==> src/rtl/ghost_ai_ctrl.sv <==
// ghost_ai_ctrl: one ghost's position/heading controller with roam, frightened and eaten/respawn behaviour.
// Latency: position/heading/state update on the clk edge after a tick or pulse; next_dir is combinational.
// Backpressure: none; the collision checker's blocked input stalls motion and forces a turn on the next turn tick.
//
// Ports:
//   clk, rst (async, active-low)
//   blocked     wall directly ahead in the current heading
//   fright_req  1-cycle pulse, enter/restart frightened mode (heading reverses)
//   eaten       1-cycle pulse, honoured only while frightened: respawn at start
//   pac_x/pac_y pacman position, used only when GHOST_CHASE_EN is defined
//   x/y/direction  ghost state; next_dir = LFSR turn candidate; frightened = in FRIGHT
//
// Build option: define GHOST_CHASE_EN to make ROAM turns steer toward pacman.
module ghost_ai_ctrl #(
  parameter int          X_W          = 10,
  parameter int          Y_W          = 9,
  parameter int unsigned START_X      = 320,
  parameter int unsigned START_Y      = 240,
  parameter logic [1:0]  START_DIR    = 2'b11,
  parameter int unsigned X_MAX        = 639,
  parameter int unsigned Y_MAX        = 479,
  parameter int unsigned MOVE_PERIOD  = 131072,
  parameter int unsigned TURN_PERIOD  = 512,
  parameter logic [15:0] LFSR_SEED    = 16'hACE1,
  parameter int unsigned FRIGHT_TICKS = 600
) (
  input  logic           clk,
  input  logic           rst,
  input  logic           blocked,
  input  logic           fright_req,
  input  logic           eaten,
  input  logic [X_W-1:0] pac_x,
  input  logic [Y_W-1:0] pac_y,
  output logic [X_W-1:0] x,
  output logic [Y_W-1:0] y,
  output logic [1:0]     direction,
  output logic [1:0]     next_dir,
  output logic           frightened
);

  localparam int MV_W = $clog2(MOVE_PERIOD);
  localparam int TN_W = $clog2(TURN_PERIOD);
  localparam int FC_W = (FRIGHT_TICKS < 1) ? 1 : $clog2(FRIGHT_TICKS + 1);

  localparam logic [MV_W-1:0] MV_LAST = MV_W'(MOVE_PERIOD - 1);
  localparam logic [TN_W-1:0] TN_LAST = TN_W'(TURN_PERIOD - 1);
  localparam logic [FC_W-1:0] FC_INIT = FC_W'(FRIGHT_TICKS);
  localparam logic [X_W-1:0]  X_START = X_W'(START_X);
  localparam logic [Y_W-1:0]  Y_START = Y_W'(START_Y);
  localparam logic [X_W-1:0]  X_LIM   = X_W'(X_MAX);
  localparam logic [Y_W-1:0]  Y_LIM   = Y_W'(Y_MAX);

  localparam logic [1:0] DIR_UP    = 2'b00;
  localparam logic [1:0] DIR_DOWN  = 2'b01;
  localparam logic [1:0] DIR_LEFT  = 2'b10;
  localparam logic [1:0] DIR_RIGHT = 2'b11;

  typedef enum logic {ROAM, FRIGHT} state_t;

  state_t          state, state_nxt;
  logic [MV_W-1:0] move_cnt;
  logic [TN_W-1:0] turn_cnt;
  logic [FC_W-1:0] fcnt, fcnt_nxt;
  logic            half, half_nxt;
  logic [15:0]     lfsr, lfsr_nxt;
  logic [X_W-1:0]  x_nxt;
  logic [Y_W-1:0]  y_nxt;
  logic [1:0]      dir_nxt;
  logic            move_tick, turn_tick;
  logic            eff_blocked;
  logic [1:0]      turn_dir;
  logic [15:0]     lfsr_step;

  // True when heading d from (px,py) would leave the playfield.
  function automatic logic hits_edge(input logic [1:0] d, input logic [X_W-1:0] px,
                                     input logic [Y_W-1:0] py);
    case (d)
      DIR_UP:   hits_edge = (py == '0);
      DIR_DOWN: hits_edge = (py == Y_LIM);
      DIR_LEFT: hits_edge = (px == '0);
      default:  hits_edge = (px == X_LIM);
    endcase
  endfunction

  assign move_tick   = (move_cnt == MV_LAST);
  assign turn_tick   = (turn_cnt == TN_LAST);
  assign eff_blocked = blocked | hits_edge(direction, x, y);
  assign frightened  = (state == FRIGHT);

  // Fibonacci LFSR, taps 16,14,13,11 (bits 0,2,3,5 in shift-right form).
  assign lfsr_step = {lfsr[0] ^ lfsr[2] ^ lfsr[3] ^ lfsr[5], lfsr[15:1]};

  // Never offer the current heading as a turn candidate.
  assign next_dir = (lfsr[1:0] == direction) ? lfsr[1:0] + 2'd1 : lfsr[1:0];

`ifdef GHOST_CHASE_EN
  localparam int D_W = ((X_W > Y_W) ? X_W : Y_W) + 1;

  logic signed [D_W-1:0] dx, dy;
  logic [D_W-1:0]        adx, ady;
  logic [1:0]            chase_dir;

  always_comb begin
    dx  = $signed(D_W'(pac_x)) - $signed(D_W'(x));
    dy  = $signed(D_W'(pac_y)) - $signed(D_W'(y));
    adx = dx[D_W-1] ? D_W'(-dx) : D_W'(dx);
    ady = dy[D_W-1] ? D_W'(-dy) : D_W'(dy);
    // Ties go to the x axis.
    if (adx >= ady) begin
      chase_dir = dx[D_W-1] ? DIR_LEFT : DIR_RIGHT;
    end else begin
      chase_dir = dy[D_W-1] ? DIR_UP : DIR_DOWN;
    end
  end

  // Chase only in ROAM, and fall back to the random pick if the chase
  // heading is no turn at all or points straight off the playfield.
  assign turn_dir = (state == ROAM && chase_dir != direction && !hits_edge(chase_dir, x, y))
                    ? chase_dir : next_dir;
`else
  logic unused_pac;
  assign unused_pac = ^{pac_x, pac_y};
  assign turn_dir   = next_dir;
`endif

  always_comb begin
    state_nxt = state;
    x_nxt     = x;
    y_nxt     = y;
    dir_nxt   = direction;
    lfsr_nxt  = lfsr;
    fcnt_nxt  = fcnt;
    half_nxt  = half;

    if (eaten && state == FRIGHT) begin
      state_nxt = ROAM;
      x_nxt     = X_START;
      y_nxt     = Y_START;
      dir_nxt   = START_DIR;
      fcnt_nxt  = '0;
      half_nxt  = 1'b0;
    end else if (fright_req) begin
      // Reversal is a bit0 flip: up<->down, left<->right.
      state_nxt = FRIGHT;
      fcnt_nxt  = FC_INIT;
      dir_nxt   = {direction[1], ~direction[0]};
      half_nxt  = 1'b0;
    end else begin
      // Turning needs a wall ahead and stepping needs none, so a single
      // if/else gives the turn precedence on coincident ticks.
      if (turn_tick && eff_blocked) begin
        dir_nxt  = turn_dir;
        lfsr_nxt = lfsr_step;
      end else if (move_tick && !eff_blocked && (state == ROAM || half)) begin
        case (direction)
          DIR_UP:   y_nxt = y - Y_W'(1);
          DIR_DOWN: y_nxt = y + Y_W'(1);
          DIR_LEFT: x_nxt = x - X_W'(1);
          default:  x_nxt = x + X_W'(1);
        endcase
      end
      if (state == FRIGHT) begin
        if (move_tick) begin
          half_nxt = ~half;
          if (fcnt != '0) fcnt_nxt = fcnt - FC_W'(1);
        end
        // Counter already exhausted: leave FRIGHT on this edge.
        if (fcnt == '0) state_nxt = ROAM;
      end
    end
  end

  always_ff @(posedge clk or negedge rst) begin
    if (!rst) begin
      state     <= ROAM;
      x         <= X_START;
      y         <= Y_START;
      direction <= START_DIR;
      lfsr      <= LFSR_SEED;
      fcnt      <= '0;
      half      <= 1'b0;
      move_cnt  <= '0;
      turn_cnt  <= '0;
    end else begin
      state     <= state_nxt;
      x         <= x_nxt;
      y         <= y_nxt;
      direction <= dir_nxt;
      lfsr      <= lfsr_nxt;
      fcnt      <= fcnt_nxt;
      half      <= half_nxt;
      move_cnt  <= move_tick ? '0 : move_cnt + MV_W'(1);
      turn_cnt  <= turn_tick ? '0 : turn_cnt + TN_W'(1);
    end
  end

endmodule
==> config.mk <==
export PLATFORM = sky130hd
export DESIGN_NAME = ghost_ai_ctrl
export DESIGN_NICKNAME = d
export VERILOG_FILES = /design/src/rtl/ghost_ai_ctrl.sv
export SDC_FILE = /design/constraint.sdc
export NUM_CORES = 1
export LEC_CHECK = 0
export ABC_AREA = 1
export ABC_CLOCK_PERIOD_IN_PS = 2240
export CORE_ASPECT_RATIO = 0.8
export CORE_MARGIN = 5
export CORE_UTILIZATION = 45
export DETAILED_ROUTE_END_ITERATION = 6
export HOLD_SLACK_MARGIN = 0.08
export PLACE_DENSITY = 0.79
export SYNTH_ARGS = -nofsm -noshare
export SYNTH_HDL_FRONTEND = slang
export SYNTH_SLANG_ARGS = --single-unit
==> constraint.sdc <==
create_clock -name clk -period 2.24 [get_ports clk]
set_input_delay 0.448 -clock clk [delete_from_list [all_inputs] [get_ports clk]]
set_output_delay 0.448 -clock clk [all_outputs]
set_load 0.05 [all_outputs]
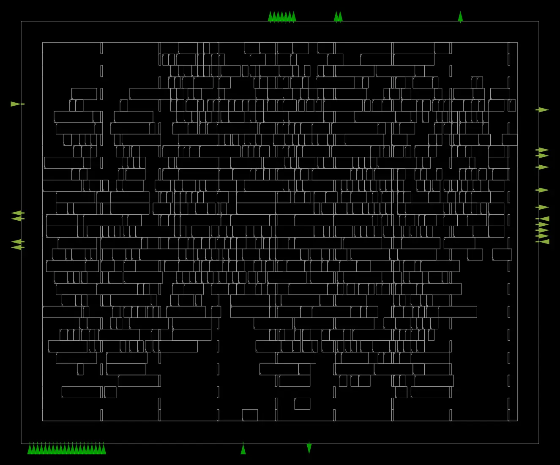
Fig. 1. Placed standard cells.
Filler Cell Count: 860
placeable core region: 0.01012 mm^2

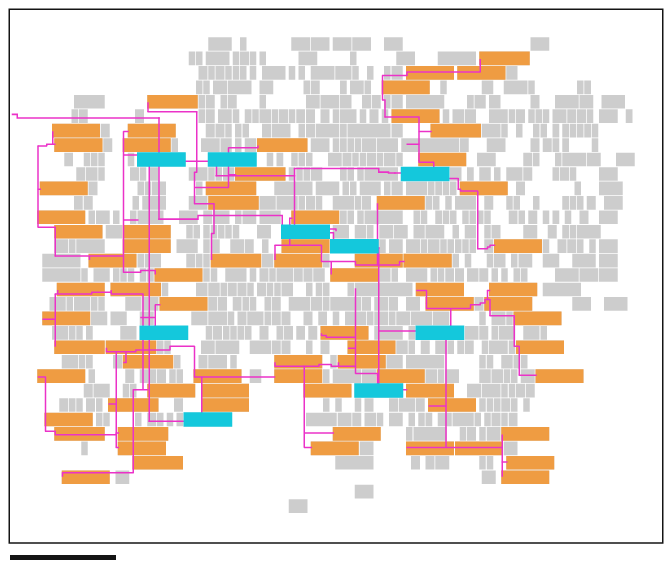
Fig. 2. Clock wires, drivers and flops.
Scale bar: 20 um.
Key: clock-net drivers = cyan [count 9]; flip-flops = orange [count 75]; clock wires = magenta [length 918 um]
There are 10 routed clock nets.
worst clock skew: 0.007138 ns
Worst-Skew Late Latency: 0.33 ns
clk pwr: 1.57 mW
part of the total power dissipated in the clock network: 22.1%

==> run notes <==
This memo summarizes the results of the implementation run.

Run status
The checks that failed: setup timing. The run finished, with violations left.

Detailed routing
The routed length on met1 is roughly 5000 um. The routed wirelength normalized by instance count is roughly 13 um. The script parses the final routing iteration and logs DRC violations as 0.

Synth
The synthesis run shows the most used standard cells to be 167 x nand2_1, 76 x inv_1, 72 x nor2_1. The most area-hungry cell type in the Yosys netlist is dfrtp_1. The number of synthesized register bits is 75.

The number of cells produced by synthesis is 618. The post-synth tally of flip-flops with integrated enable is 0. The mean area per synthesized cell is 7.412 um^2. The mapped netlist covers 0.004581 mm^2.

Global route
The total overflow left after global routing is 0. The global routing stage identified its most utilized layer as met2. For this run, the total global-route usage over all layers was measured as between 10% and 20%.

CTS
The count of instances resized after the clock tree is built is 25.

Critical path
The kind of cell adding the most delay to the critical path is simple AND/OR/NAND/NOR gates. The worst-case reg-to-reg setup slack stands at -0.18 ns. The cell sequence reported for the critical path is ha_2 -> nand2_2 -> inv_2 -> nand3_4 -> nor2_4 -> nand3_2 -> nor3_2 -> nand3_1 -> nor2_1 -> ha_2 -> inv_4 -> a21oi_4 -> nand3_4 -> nand2_8 -> buf_6 -> nand3_2 -> nand2_1.

The required time reported for the critical path endpoint is 2.51 ns. STA classifies the critical path endpoint as a flop.

Placed design
Setup slack on the worst path after placement came out at -0.1385 ns.

Pwr
The switching power summed over all nets is 3.165 mW. Combinational logic burns 50.0% of the power.

Final timing
The last timing report of the flow puts the setup violation total at 27. The most critical hold endpoint after final layout shows a slack of around 0.092 ns. Across all setup checks in the final design, the least slack found is -0.1783 ns.

Finish
Clock buffers in the final layout number 11. The layout-stage area growth over the synthesis result is 29.39%.

Floorplanning
The effective utilization at floorplan is 45.28%. In this run the count of I/O pins placed on the die edge is approximately 48.
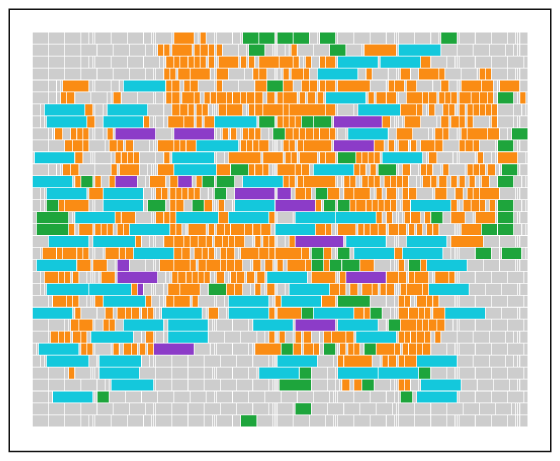
Fig. 3. Placement by cell class.
Fill, decap, tap and diode cells in gray.
Key: remaining buffers and delay cells = green [cells 62]; registers = cyan [cells 75]; remaining logic cells = orange [cells 536]; clock drivers and dummy loads = purple [cells 16]

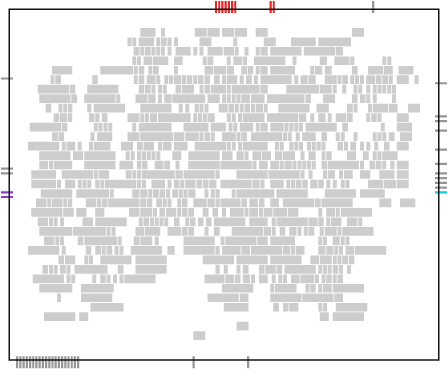
Fig. 4. I/O pins on the die edge.
Pins as bars across the die edge, other pins in gray.
Key: next_dir = purple [pins 2, direction output, edge left]; y = red [pins 9, direction output, edge top]; eaten = cyan [pins 1, direction input, edge right]
All pins by edge: 22 bottom, 11 right, 10 top, 5 left.
y dimension of the die: 100.2 um
DIE WIDTH: 122.8 um
PortBufs: 28

Power figures rest on the tool's default switching activity, not on a simulated workload.
